$ cat src/rtl/gcd_ctrl.sv
// gcd_ctrl: sequencing FSM for a Euclidean GCD datapath (load, subtract, swap, done/ack).
// Optional feature macro GCD_TIMEOUT_EN bounds CALC at MAX_ITER steps and raises err on expiry.
module gcd_ctrl #(
  parameter int CNT_W    = 8,
  parameter int MAX_ITER = 250
) (
  input  logic             i_clk,
  input  logic             i_rst,
  input  logic             i_start,
  input  logic             i_a_lt_b,
  input  logic             i_b_eq_0,
  input  logic             i_res_ack,
  output logic             o_a_ld,
  output logic [1:0]       o_a_sel,
  output logic             o_b_ld,
  output logic             o_b_sel,
  output logic             o_busy,
  output logic             o_done,
  output logic             o_err,
  output logic [CNT_W-1:0] o_iter_cnt
);

  localparam logic [CNT_W-1:0] L_CNT_MAX  = '1;
  localparam logic [CNT_W-1:0] L_ITER_LIM = CNT_W'(MAX_ITER);

  typedef enum logic [1:0] {S_IDLE, S_LOAD, S_CALC, S_DONE} state_t;

  state_t           r_state;
  logic             r_busy;
  logic             r_done;
  logic             r_err;
  logic [CNT_W-1:0] r_iter_cnt;
  logic             w_timeout;
  logic             w_step;

`ifdef GCD_TIMEOUT_EN
  assign w_timeout = (r_state == S_CALC) && !i_b_eq_0 && (r_iter_cnt == L_ITER_LIM);
`else
  // No limit in this build; the compare is masked so both builds share one parameter list.
  assign w_timeout = 1'b0 && (r_iter_cnt == L_ITER_LIM);
`endif

  assign w_step = (r_state == S_CALC) && !i_b_eq_0 && !w_timeout;

  // Strobes are Mealy in CALC: the comparator reflects the registers written on the previous edge.
  always_comb begin
    o_a_ld  = 1'b0;
    o_a_sel = 2'd0;
    o_b_ld  = 1'b0;
    o_b_sel = 1'b0;
    case (r_state)
      S_LOAD: begin
        o_a_ld = 1'b1;
        o_b_ld = 1'b1;
      end
      S_CALC: begin
        if (w_step) begin
          o_a_ld = 1'b1;
          if (i_a_lt_b) begin
            o_a_sel = 2'd2;
            o_b_ld  = 1'b1;
            o_b_sel = 1'b1;
          end else begin
            o_a_sel = 2'd1;
          end
        end
      end
      default: ;
    endcase
  end

  always_ff @(posedge i_clk or negedge i_rst) begin
    if (!i_rst) begin
      r_state    <= S_IDLE;
      r_busy     <= 1'b0;
      r_done     <= 1'b0;
      r_err      <= 1'b0;
      r_iter_cnt <= '0;
    end else begin
      case (r_state)
        S_IDLE: begin
          if (i_start) begin
            r_state <= S_LOAD;
            r_busy  <= 1'b1;
          end
        end
        S_LOAD: begin
          r_iter_cnt <= '0;
          r_err      <= 1'b0;
          r_state    <= S_CALC;
        end
        S_CALC: begin
          if (i_b_eq_0 || w_timeout) begin
            r_state <= S_DONE;
            r_busy  <= 1'b0;
            r_done  <= 1'b1;
            r_err   <= w_timeout;
          end else if (r_iter_cnt != L_CNT_MAX) begin
            r_iter_cnt <= r_iter_cnt + CNT_W'(1);
          end
        end
        S_DONE: begin
          // res_ack wins over a simultaneous start; start must be re-asserted in IDLE.
          if (i_res_ack) begin
            r_state <= S_IDLE;
            r_done  <= 1'b0;
          end
        end
        default: begin
          r_state <= S_IDLE;
          r_busy  <= 1'b0;
          r_done  <= 1'b0;
        end
      endcase
    end
  end

  assign o_busy     = r_busy;
  assign o_done     = r_done;
  assign o_err      = r_err;
  assign o_iter_cnt = r_iter_cnt;

endmodule

$ cat config.mk
export PLATFORM = sky130hd
export DESIGN_NAME = gcd_ctrl
export DESIGN_NICKNAME = d
export VERILOG_FILES = /design/src/rtl/gcd_ctrl.sv
export SDC_FILE = /design/constraint.sdc
export NUM_CORES = 1
export LEC_CHECK = 0
export ABC_AREA = 1
export CAP_MARGIN = 20
export CORE_MARGIN = 2
export CORE_UTILIZATION = 42
export DETAILED_ROUTE_END_ITERATION = 16
export GPL_ROUTABILITY_DRIVEN = 0
export PLACE_DENSITY = 0.75
export SYNTH_ARGS = -nofsm -noshare
export SYNTH_HDL_FRONTEND = slang
export SYNTH_SLANG_ARGS = --single-unit
$ cat constraint.sdc
create_clock -name i_clk -period 1.5 [get_ports i_clk]
set_input_delay 0.3 -clock i_clk [delete_from_list [all_inputs] [get_ports i_clk]]
set_output_delay 0.3 -clock i_clk [all_outputs]
set_load 0.03 [all_outputs]
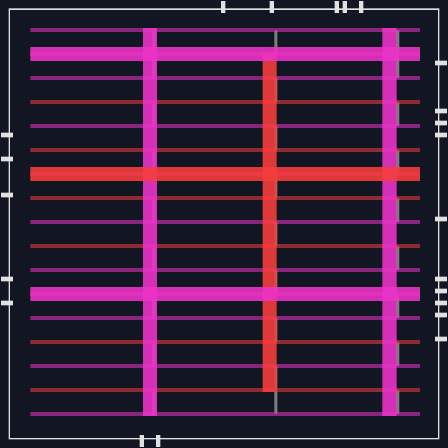
Run 1: power grid
Pins as bars on the die edge. Tap cells in grey.
Key: red = VDD; magenta = VSS
The core has 16 rows. 27 tap cells.
die width: 48.5 µm
Worst IR Drop VDD: 1140 µV
Die Ht: 48.5 µm

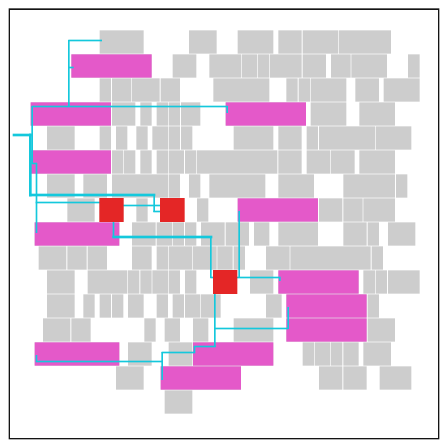
Run 1: clock network drawn from the DEF
Key: magenta = flip-flops [count 12]; cyan = clock wires [length 167 µm]; red = cells driving clock nets [count 3]
There are 4 routed clock nets.
Clock group: 0.261 mW
Layout Skew: 0.00354 ns
worst skew pair latency: 0.27 ns
Clock power frac: 0.106

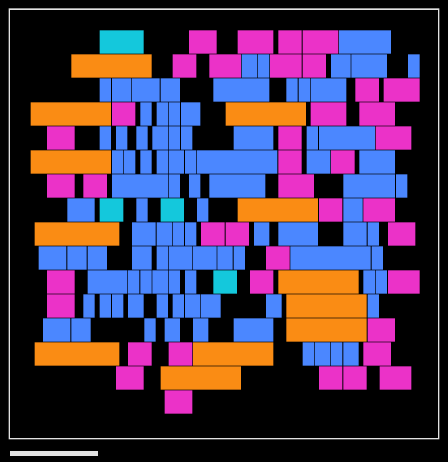
Run 1: placed cells, one colour a class
Bar = 10 µm.
Key: magenta = other buffers and delay cells [cells 40]; orange = flops [cells 12]; blue = all other logic [cells 93]; cyan = clock drivers and dummy loads [cells 4]
Core Footprint: 0.00192 mm²
final instance area: 0.00134 mm²

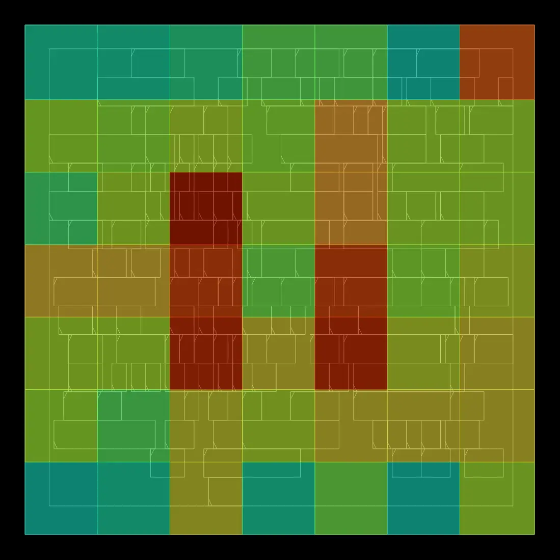
Run 1: routing congestion map
M1 GR Usage: 0.223
GRT Overall Usage: 0.185

==> flow_metrics.tcl, run 1 <==
# metrics dict for downstream scripts
set metrics [dict create \
    pg_comb_mw 1.72 \
    cp.required_ns 1.20 \
    dp_cells 164 \
    nets 162 \
    wl_met2_mm 1.09 \
    route.top_layer_used "met4" \
    buffers 40 \
    flops 12 \
    ys_sh_mux 0 \
    fp-utilization 0.433 \
    violations "negative setup slack" \
    ys_sh_adder 0.0902 \
    setup_slack_ns -0.148 \
    ys_ff 12 \
    synth.yosys.warnings 0 \
    wl_mm 2.14 \
    yosysTopAreaCellShare 0.361 \
    startpoint_type "register" \
    clkbuf_count 4 \
    final.period_utilization 1.10 \
    hpwl_mm 1.33 \
    path_cells "inv_2, ha_4, nand3_4, a21oi_4, buf_6" \
    crit_arrival_ns 1.35 \
    switchingPower_mw 1.18 \
    netlist_area_um2 832 \
    die_area_mm2 0.00235 \
    maxCapViolCount 0 \
    drt_iter0_markers 24 \
    hold_viol 0 \
    post-cts-setup-buffer-count 5 \
    finalSetupViolations 5 \
    ys_chip_area_um2 832 \
    status "complete, but fails checks" \
    vias 845 \
    rsz0062_at_grt "yes" \
    diodes 0 \
    p_int_mw 1.27 \
    switching_share 0.482 \
    setup_tns_ns -0.505 \
    numPortBuffers 20 \
    timing.final.crit_period_ns 1.65 \
]
Run 1, sequential cells grouped by signal name:
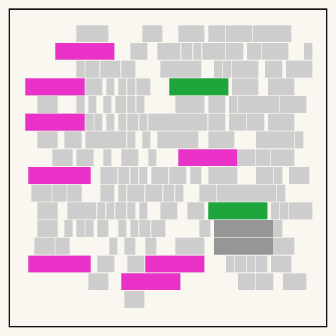

--- run 2 (diff from run 1) ---
--- a/config.mk
+++ b/config.mk
@@ -7,11 +7,13 @@
 export LEC_CHECK = 0
 export ABC_AREA = 1
 export CAP_MARGIN = 20
-export CORE_MARGIN = 2
-export CORE_UTILIZATION = 42
+export CORE_MARGIN = 3
+export CORE_UTILIZATION = 54
+export CTS_BUF_LIST = sky130_fd_sc_hd__clkbuf_16
 export DETAILED_ROUTE_END_ITERATION = 16
+export DONT_BUFFER_PORTS = 1
 export GPL_ROUTABILITY_DRIVEN = 0
-export PLACE_DENSITY = 0.75
+export PLACE_DENSITY = 0.74
 export SYNTH_ARGS = -nofsm -noshare
 export SYNTH_HDL_FRONTEND = slang
 export SYNTH_SLANG_ARGS = --single-unit
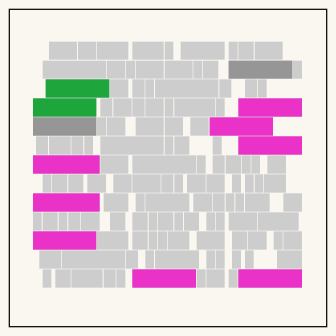
Run 2: sequential cells grouped by signal name
Key: green = r_state [sequential cells 2]; magenta = o_iter_cnt [sequential cells 8]
seq pwr: 0.531 mW
final core area utilization: 0.879

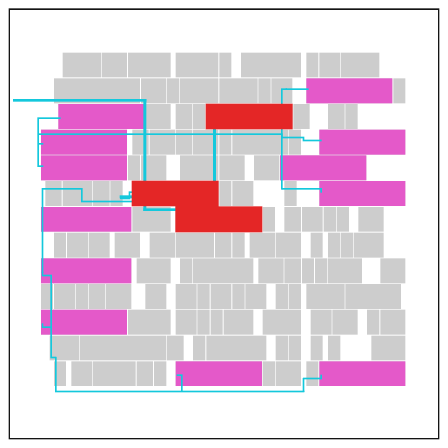
Run 2: clock network drawn from the DEF
Key: red = cells driving clock nets [count 3]; cyan = clock wires [length 189 µm]; magenta = flip-flops [count 12]
There are 4 routed clock nets.
Layout Skew: 0.00383 ns
Clock group: 0.503 mW
worst skew pair latency: 0.24 ns
Clock power frac: 0.187

==> flow_metrics.tcl, run 2 <==
# metrics dict for downstream scripts
set metrics [dict create \
    ys_sh_mux 0 \
    netlist_area_um2 832 \
    setup_slack_ns -0.189 \
    maxCapViolCount 0 \
    synth.yosys.warnings 0 \
    rsz0062_at_grt "yes" \
    nets 143 \
    wl_met2_mm 1.42 \
    grt_util_met1 0.286 \
    timing.final.crit_period_ns 1.69 \
    p_int_mw 1.41 \
    hold_viol 0 \
    ys_chip_area_um2 832 \
    fp-utilization 0.609 \
    flops 12 \
    crit_arrival_ns 1.39 \
    track_usage 0.244 \
    violations "negative setup slack" \
    finalSetupViolations 15 \
    cp.required_ns 1.20 \
    buffers 21 \
    vias 831 \
    ys_sh_adder 0.0902 \
    startpoint_type "register" \
    route.top_layer_used "met4" \
    path_cells "inv_2, ha_4, nand2_4, a21oi_4" \
    status "complete, but fails checks" \
    clkbuf_count 3 \
]
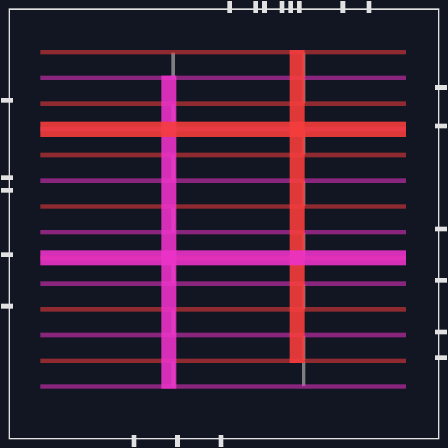
Run 2: power grid
Pins as bars on the die edge. Tap cells in grey.
Key: magenta = VSS; red = VDD
2 straps on met4. 2 straps on met5. The core has 13 rows.
Worst IR Drop VDD: 1610 µV
die width: 45.3 µm
Die Ht: 45.3 µm
Core Footprint: 0.00137 mm²

Power figures rest on the tool's default switching activity, not on a simulated workload.
